**src/rtl/data_memory_hs_if.sv**
```systemverilog
// Request/response bus between the multi-cycle control FSM and data_memory_hs.
// The perr response bit exists only when DMEM_PARITY_EN is defined.
interface data_memory_hs_if #(
  parameter int unsigned WIDTH = 32
);
  logic             req;
  logic             we;
  logic [2:0]       size;
  logic [WIDTH-1:0] addr;
  logic [WIDTH-1:0] wdata;
  logic             ready;
  logic             done;
  logic [WIDTH-1:0] rdata;
  logic             err;
`ifdef DMEM_PARITY_EN
  logic             perr;

  modport master (output req, we, size, addr, wdata, input ready, done, rdata, err, perr);
  modport slave  (input req, we, size, addr, wdata, output ready, done, rdata, err, perr);
`else
  modport master (output req, we, size, addr, wdata, input ready, done, rdata, err);
  modport slave  (input req, we, size, addr, wdata, output ready, done, rdata, err);
`endif
endinterface

```
**src/rtl/data_memory_hs.sv**
```systemverilog
// Word-organised data RAM with req/ready/done handshake, LAT-cycle access latency,
// byte/half/word access with sign/zero extension and illegal-access reporting.
// Optional per-lane even parity with a perr response: define DMEM_PARITY_EN.
// WIDTH must be 32 (four fixed byte lanes).
module data_memory_hs #(
  parameter int unsigned WIDTH = 32,
  parameter int unsigned DEPTH = 128,
  parameter int unsigned LAT   = 2
) (
  input logic             clk,
  input logic             rst,
  data_memory_hs_if.slave bus
);
  localparam int unsigned AW    = $clog2(DEPTH);
  localparam int unsigned CW    = 4;
  localparam int unsigned NLANE = 4;

  typedef enum logic [1:0] {S_CLEAR, S_IDLE, S_BUSY} state_e;

  state_e           state_q, state_d;
  logic [AW-1:0]    ptr_q, ptr_d;
  logic [CW-1:0]    cnt_q, cnt_d;
  logic             we_q, we_d;
  logic [2:0]       size_q, size_d;
  logic [WIDTH-1:0] addr_q, addr_d;
  logic [WIDTH-1:0] wdata_q, wdata_d;
  logic [WIDTH-1:0] rdata_q, rdata_d;
  logic             ready_q, ready_d;
  logic             done_q, done_d;
  logic             err_q, err_d;

  logic [WIDTH-1:0] mem_q [DEPTH];

  logic             mem_we_c;
  logic [AW-1:0]    mem_idx_c;
  logic [NLANE-1:0] mem_be_c;
  logic [WIDTH-1:0] mem_wd_c;

  logic [AW-1:0]    idx_c;
  logic [1:0]       off_c;
  logic [WIDTH-1:0] rword_c;
  logic             illegal_c;
  logic [7:0]       byte_c;
  logic [15:0]      half_c;
  logic [WIDTH-1:0] load_c;
  logic [NLANE-1:0] st_be_c;
  logic [WIDTH-1:0] st_wd_c;

  assign idx_c   = addr_q[AW+1:2];
  assign off_c   = addr_q[1:0];
  assign rword_c = mem_q[idx_c];

  // Access decode: legality, store lane enables, and load lane extraction
  always_comb begin
    illegal_c = (addr_q >> (AW + 2)) != '0;
    st_be_c   = '0;
    st_wd_c   = wdata_q;
    load_c    = '0;
    byte_c    = rword_c[{off_c, 3'b000} +: 8];
    half_c    = addr_q[1] ? rword_c[31:16] : rword_c[15:0];
    case (size_q)
      3'b000: begin
        st_be_c = NLANE'(1) << off_c;
        st_wd_c = {NLANE{wdata_q[7:0]}};
        load_c  = {{(WIDTH-8){byte_c[7]}}, byte_c};
      end
      3'b001: begin
        illegal_c = illegal_c | addr_q[0];
        st_be_c   = addr_q[1] ? 4'b1100 : 4'b0011;
        st_wd_c   = {2{wdata_q[15:0]}};
        load_c    = {{(WIDTH-16){half_c[15]}}, half_c};
      end
      3'b010: begin
        illegal_c = illegal_c | (|off_c);
        st_be_c   = '1;
        load_c    = rword_c;
      end
      3'b100: begin
        illegal_c = illegal_c | we_q;
        load_c    = {{(WIDTH-8){1'b0}}, byte_c};
      end
      3'b101: begin
        illegal_c = illegal_c | we_q | addr_q[0];
        load_c    = {{(WIDTH-16){1'b0}}, half_c};
      end
      default: illegal_c = 1'b1;
    endcase
  end

`ifdef DMEM_PARITY_EN
  logic [NLANE-1:0] par_q [DEPTH];
  logic [NLANE-1:0] wpar_c;
  logic [NLANE-1:0] rpar_c;
  logic             perr_q, perr_d;

  always_comb begin
    wpar_c = '0;
    rpar_c = '0;
    for (int l = 0; l < NLANE; l++) begin
      wpar_c[l] = ^mem_wd_c[8*l +: 8];
      rpar_c[l] = ^rword_c[8*l +: 8];
    end
  end

  // Parity bits follow the data lanes through every write, including the clear sweep
  always_ff @(posedge clk) begin
    if (mem_we_c) begin
      for (int l = 0; l < NLANE; l++) begin
        if (mem_be_c[l]) par_q[mem_idx_c][l] <= wpar_c[l];
      end
    end
  end

  assign bus.perr = perr_q;
`endif

  // Next-state, write-port control and registered response
  always_comb begin
    state_d   = state_q;
    ptr_d     = ptr_q;
    cnt_d     = cnt_q;
    we_d      = we_q;
    size_d    = size_q;
    addr_d    = addr_q;
    wdata_d   = wdata_q;
    rdata_d   = rdata_q;
    done_d    = 1'b0;
    err_d     = 1'b0;
    mem_we_c  = 1'b0;
    mem_idx_c = ptr_q;
    mem_be_c  = '0;
    mem_wd_c  = '0;
`ifdef DMEM_PARITY_EN
    perr_d    = 1'b0;
`endif
    case (state_q)
      S_CLEAR: begin
        mem_we_c = ~rst;
        mem_be_c = '1;
        if (ptr_q == AW'(DEPTH - 1)) state_d = S_IDLE;
        else                         ptr_d   = ptr_q + AW'(1);
      end
      S_IDLE: begin
        if (bus.req && ready_q) begin
          we_d    = bus.we;
          size_d  = bus.size;
          addr_d  = bus.addr;
          wdata_d = bus.wdata;
          cnt_d   = CW'(LAT - 1);
          state_d = S_BUSY;
        end
      end
      S_BUSY: begin
        if (cnt_q == '0) begin
          done_d  = 1'b1;
          state_d = S_IDLE;
          if (illegal_c) begin
            err_d   = 1'b1;
            rdata_d = '0;
          end else if (we_q) begin
            mem_we_c  = ~rst;
            mem_idx_c = idx_c;
            mem_be_c  = st_be_c;
            mem_wd_c  = st_wd_c;
          end else begin
            rdata_d = load_c;
`ifdef DMEM_PARITY_EN
            perr_d  = rpar_c != par_q[idx_c];
`endif
          end
        end else begin
          cnt_d = cnt_q - CW'(1);
        end
      end
      default: state_d = S_CLEAR;
    endcase
    ready_d = (state_d == S_IDLE);
  end

  always_ff @(posedge clk) begin
    if (rst) begin
      state_q <= S_CLEAR;
      ptr_q   <= '0;
      cnt_q   <= '0;
      we_q    <= 1'b0;
      size_q  <= '0;
      addr_q  <= '0;
      wdata_q <= '0;
      rdata_q <= '0;
      ready_q <= 1'b0;
      done_q  <= 1'b0;
      err_q   <= 1'b0;
`ifdef DMEM_PARITY_EN
      perr_q  <= 1'b0;
`endif
    end else begin
      state_q <= state_d;
      ptr_q   <= ptr_d;
      cnt_q   <= cnt_d;
      we_q    <= we_d;
      size_q  <= size_d;
      addr_q  <= addr_d;
      wdata_q <= wdata_d;
      rdata_q <= rdata_d;
      ready_q <= ready_d;
      done_q  <= done_d;
      err_q   <= err_d;
`ifdef DMEM_PARITY_EN
      perr_q  <= perr_d;
`endif
    end
  end

  // Storage array: byte-lane write enables, no reset (cleared by the sweep)
  always_ff @(posedge clk) begin
    if (mem_we_c) begin
      for (int l = 0; l < NLANE; l++) begin
        if (mem_be_c[l]) mem_q[mem_idx_c][8*l +: 8] <= mem_wd_c[8*l +: 8];
      end
    end
  end

  assign bus.ready = ready_q;
  assign bus.done  = done_q;
  assign bus.rdata = rdata_q;
  assign bus.err   = err_q;

endmodule

```
**src/flat_wrapper.sv**
```systemverilog
// flat-port wrapper written by rule: the top's interface ports become plain ports
module data_memory_hs_flat 
#(
  parameter int unsigned WIDTH = 32,
  parameter int unsigned DEPTH = 128,
  parameter int unsigned LAT   = 2
)
  (clk, rst, bus_req, bus_we, bus_size, bus_addr, bus_wdata, bus_ready, bus_done, bus_rdata, bus_err);
  data_memory_hs_if #(.WIDTH(WIDTH)) bus_i ();
  input logic clk;
  input logic rst;
  input wire logic [$bits(bus_i.req)-1:0] bus_req;
  input wire logic [$bits(bus_i.we)-1:0] bus_we;
  input wire logic [$bits(bus_i.size)-1:0] bus_size;
  input wire logic [$bits(bus_i.addr)-1:0] bus_addr;
  input wire logic [$bits(bus_i.wdata)-1:0] bus_wdata;
  output wire logic [$bits(bus_i.ready)-1:0] bus_ready;
  output wire logic [$bits(bus_i.done)-1:0] bus_done;
  output wire logic [$bits(bus_i.rdata)-1:0] bus_rdata;
  output wire logic [$bits(bus_i.err)-1:0] bus_err;
  assign bus_i.req = bus_req;
  assign bus_i.we = bus_we;
  assign bus_i.size = bus_size;
  assign bus_i.addr = bus_addr;
  assign bus_i.wdata = bus_wdata;
  assign bus_ready = bus_i.ready;
  assign bus_done = bus_i.done;
  assign bus_rdata = bus_i.rdata;
  assign bus_err = bus_i.err;
  data_memory_hs #(.WIDTH(WIDTH), .DEPTH(DEPTH), .LAT(LAT)) u_core (.clk(clk), .rst(rst), .bus(bus_i));
endmodule
```
**config.mk**
```make
export PLATFORM = sky130hd
export DESIGN_NAME = data_memory_hs_flat
export DESIGN_NICKNAME = d
export VERILOG_FILES = /design/src/rtl/data_memory_hs_if.sv /design/src/rtl/data_memory_hs.sv /design/src/flat_wrapper.sv
export SDC_FILE = /design/constraint.sdc
export NUM_CORES = 2
export LEC_CHECK = 0
export CAP_MARGIN = 40
export CORE_UTILIZATION = 55
export DETAILED_ROUTE_END_ITERATION = 7
export DONT_BUFFER_PORTS = 1
export GPL_TIMING_DRIVEN = 0
export MAX_ROUTING_LAYER = met4
export PLACE_DENSITY_LB_ADDON = 0.08
export SLEW_MARGIN = 0
export SYNTH_ARGS = -nofsm -noshare
export SYNTH_HDL_FRONTEND = slang
export SYNTH_SLANG_ARGS = --single-unit
```
**constraint.sdc**
```tcl
create_clock -name clk -period 18.3 [get_ports clk]
set_clock_uncertainty 0.15 [all_clocks]
set_input_delay 1.83 -clock clk [delete_from_list [all_inputs] [get_ports clk]]
set_output_delay 1.83 -clock clk [all_outputs]
set_load 0.03 [all_outputs]
```
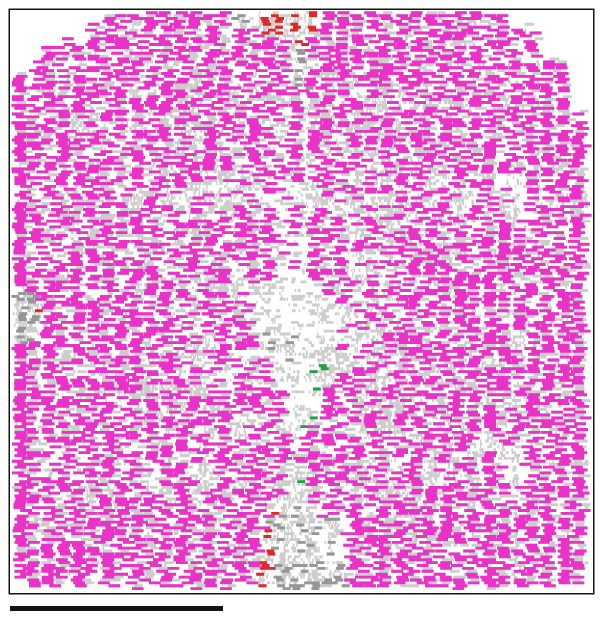
(where the registers sit)
Bar = 200 um. Other sequential cells in the stronger grey, the rest of the logic in the fainter grey.
Green shows u_core.ptr_q, placed flops 7. Magenta shows u_core.mem_q, placed flops 4096, where spread over the die. Red shows u_core.wdata_q, placed flops 32, where a column down the middle.
Another 84 sequential cells are not coloured.

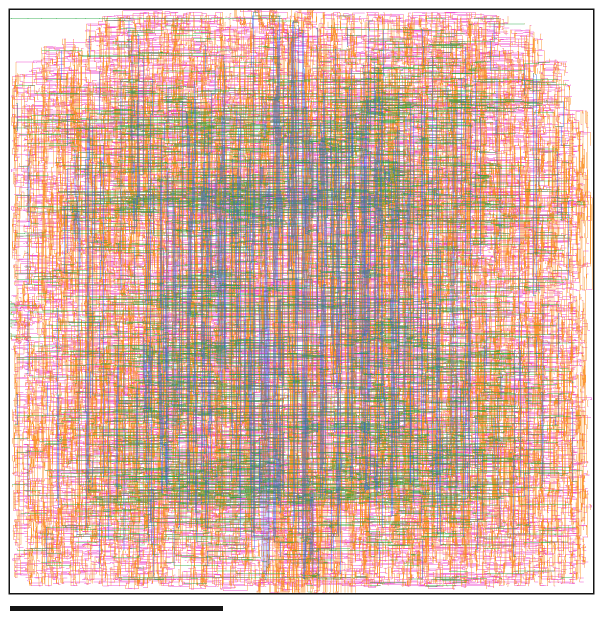
(signal wires by layer)
Bar = 200 um.
Orange shows metal 2, wire length 271 mm. Magenta shows metal 1, wire length 212 mm. Green shows metal 3, wire length 83.2 mm. Blue shows metal 4, wire length 53.6 mm.

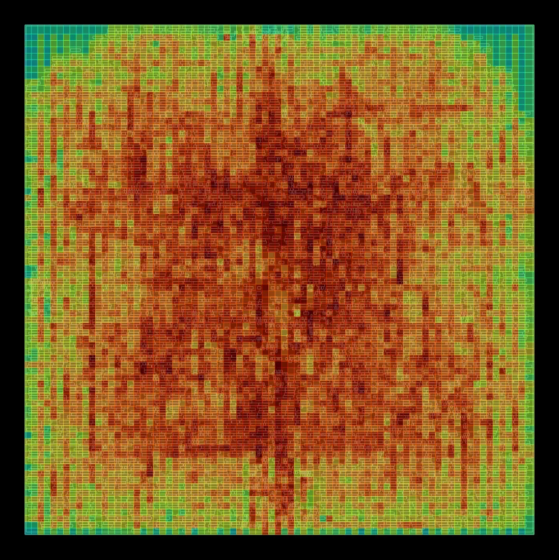
(track usage over the die)
GR Layer Usage met2: 60.4%
M1 GR Usage: 54.0%
met3 usage: 13.0%
final core occ: 64.5%

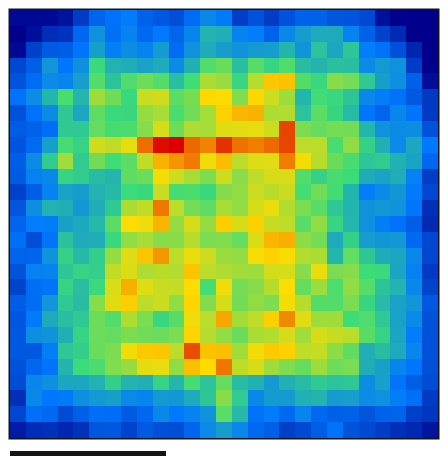
(routed metal per tile)
Bar = 200 um. 27 x 27 tiles, from dark blue (low) to red (high), scaled to the fullest tile. Values are wire area over tile area, all layers added.
41% of the tiles are over half the peak. The mean over all tiles is 0.37. The fullest tile reaches 0.85. The densest ninth of the die: centre. 1.6% of the tiles are nearly empty.

==> impl_metrics.py <==
# Generated from Yosys and OpenROAD reports
metrics = {
    "worst_setup_path": {
        "worstSetupPathDepth": 15,
        "r2r_cells": 15,
        "rr_endpoint": "u_core.bus.rdata[5]$_SDFFE_PP0P_",
        "worstPathMaxFanout": 10,
        "cp.required_ps": 19030,
        "cp_top_family": "buffers and inverters",
        "max_stage_delay_ps": 810,
        "worstPathCellList": "buf_6 > buf_4 > buf_4 > buf_4 > buf_2 > buf_2 > buf_2 > mux4_2 > a221oi_1 > o22ai_1 > a211oi_1 > o21ai_2 > buf_8 > a221oi_1 > o21ai_0",
        "crit_arrival_ps": 8400,
        "worstSetupPathType": "register to register",
        "start_kind": "register",
        "rrSetupSlack_ps": 10620,
        "end_kind": "register",
        "slowest_stage": "a221oi_1",
        "endpoint": "u_core.bus.rdata[5]$_SDFFE_PP0P_",
        "cp_num_buf_inv": 8,
    },
    "power": {
        "pwr-share-seq_pct": 54.6,
        "p_leak_nw": 65.2,
        "power_mw": 19.1,
        "p_clk_mw": 8.56,
        "power.internal_mw": 15.3,
        "switching_share_pct": 20.2,
        "peakVddDrop_mv": 0.0880,
        "comb_power_mw": 0.132,
        "p_switching_mw": 3.86,
        "seq-power_mw": 10.4,
        "top_power_group": "registers",
        "comb_power_share_pct": 0.7,
        "p_per_area_nw_per_um2": 100,
        "pwr-share-clk_pct": 44.7,
    },
    "synthesis": {
        "top_area_cell": "edfxtp_1",
        "yosys.cell_count.top_type": "edfxtp_1",
        "ys_warn_count": 0,
        "edf_count": 4096,
        "fp_nets": 8061,
        "synthCells": 7983,
        "synth.area.top_cells": "edfxtp_1 (75%), mux4_2 (14%), mux2i_1 (1.7%)",
        "ys_ff": 4219,
        "synthArstFlopShare_pct": 0,
        "top_cells_by_count": "edfxtp_1 (4096), mux4_2 (1037), nor2_1 (635), nand2_1 (373), mux2i_1 (274)",
        "avgSynthCellArea_um2": 20.5,
        "syn_area_um2": 164000,
        "ff_type": "edfxtp_1",
        "yosys_area_um2": 164000,
        "yosys.area.top_type_share_pct": 75.0,
        "yosysCellCount": 7983,
        "postSynthSeqShare_pct": 76.5,
        "synth_cell_type_count": 68,
    },
    "drt": {
        "viasPerCell": 7.02,
        "antenna_left": 0,
        "drt_iter0_markers": 17400,
        "routedWlPerCell_um": 46.2,
        "via_count": 94200,
        "met2_length_mm": 271,
        "top_layer": "met4",
        "drt-met1-wl_mm": 212,
        "met3_length_mm": 83.2,
        "routed_wl_mm": 620,
        "drtPass1Iterations": 7,
        "drcViolationCount": 0,
    },
    "final_timing": {
        "min_period_over_period_pct": 42.0,
        "finalMaxSlewViolations": 0,
        "max_freq_mhz": 130,
        "layout_setup_ws_ps": 10620,
        "slew_headroom_pct": 25.0,
        "final-setup-viol-count": 0,
        "min_period_ps": 7680,
        "rsz0062_at_grt": "false",
        "final-hold-violation-count": 0,
        "worstMarginPinSlew_ps": 1120,
    },
    "global_route": {
        "grt_pass1_vias": 89500,
        "busiest_layer": "met2",
        "grt_max_degree": 97,
        "track_usage_pct": 42.9,
        "grt_overflow": 0,
        "antenna_found_initial": 38,
        "grt_pass1_wl_mm": 812,
    },
    "cells_and_area": {
        "nNonClkBuffers": 1183,
        "lay_top_count": "edfxtp_1",
        "num-nonclk-inverters": 14,
        "comb_area_share_pct": 19.0,
        "seq_share_pct": 65.6,
        "area_delta_synth_final_pct": 16.7,
        "fin_nets": 9170,
        "final_cells": 13400,
        "n_clock_buffer": 526,
        "comb_area_um2": 36400,
        "regMostFlops": "u_core.mem_q",
        "final-clk-cell-share_pct": 7.03,
        "largest_register_ffs": 4096,
        "biggestCellCategory": "flip-flops and latches",
        "fillers": 20000,
        "regArea_um2": 125000,
        "numSequentialCells": 4219,
        "drive_gt1_share_pct": 28.7,
        "antennaDiodeCount": 44,
        "lay_top_cells": "edfxtp_1 (4096), mux4_2 (1037), nor2_1 (617)",
        "layout.nonclk_buf_share_pct": 5.67,
        "logic_gate_count": 3253,
    },
    "floorplan": {
        "coreArea_um2": 297000,
        "die_area_um2": 300000,
        "pin_count": 106,
        "initial_core_util_pct": 55.3,
        "num_rows": 200,
        "taps": 3939,
        "die_h_um": 548,
        "dieWidth_um": 548,
    },
    "run": {
        "tool_warnings": 33,
        "drv_cap": 0,
    },
    "min_path": {
        "hold_depth": 2,
        "hp-start": "u_core.addr_q[16]$_SDFFE_PP0P_",
        "hold_end": "u_core.addr_q[16]$_SDFFE_PP0P_",
        "hold_path_class": "register to register",
    },
    "clocking": {
        "clock_path_buffers": 4,
        "cts_max_level": 5,
        "numCtsBuffers": 421,
        "clockRootBuffer": "clkbuf_16",
        "cts.sinks": 4219,
        "ctsHoldBuffers": 0,
        "clkTransAtPathRegs_ps": 70,
        "cts_tree": "built",
        "cts_resized": 0,
        "insertion_delay_ps": 1020,
        "postCtsSetupRepairBufs": 0,
    },
    "place": {
        "dp_cells": 12600,
        "place.gp.congestion": 1.02,
        "dp_hpwl_mm": 458,
        "port_buffers": 0,
        "pre_cts_ws_ps": 10830,
    },
    "run_status": {
        "status": "completed",
    },
}
kinds of logic (layout without fill, tap and decap cells):
group                    count (synthesis)  after routing  synth area share (%)
buffers and inverters                  511           1968                  1.47
XOR/XNOR                                 3              3                0.0160
other                                    0             44                     0
AND/OR/NAND/NOR                       1262           1262                  3.23
multiplexers                          1328           1328                  16.1
flip-flops                            4219           4219                  76.5
AND-OR/OR-AND                          653            653                  2.60
adder cells (fa/ha/maj)                  7              7                0.0534
metrics by stage:
step | instance area (um2) | util (%) | setup TNS (ps) | hold WS (ps)
after floorplan | 164000 | - | 0 | 286
after global placement | 169000 | 56.9 | -1257040 | 295
after detailed placement | 178000 | 59.9 | 0 | 298
after CTS | 191000 | 64.4 | 0 | 306
after global routing | 191000 | 64.5 | 0 | 318
final | 191000 | 64.5 | 0 | 303
Power is estimated from default activity; no workload was simulated.
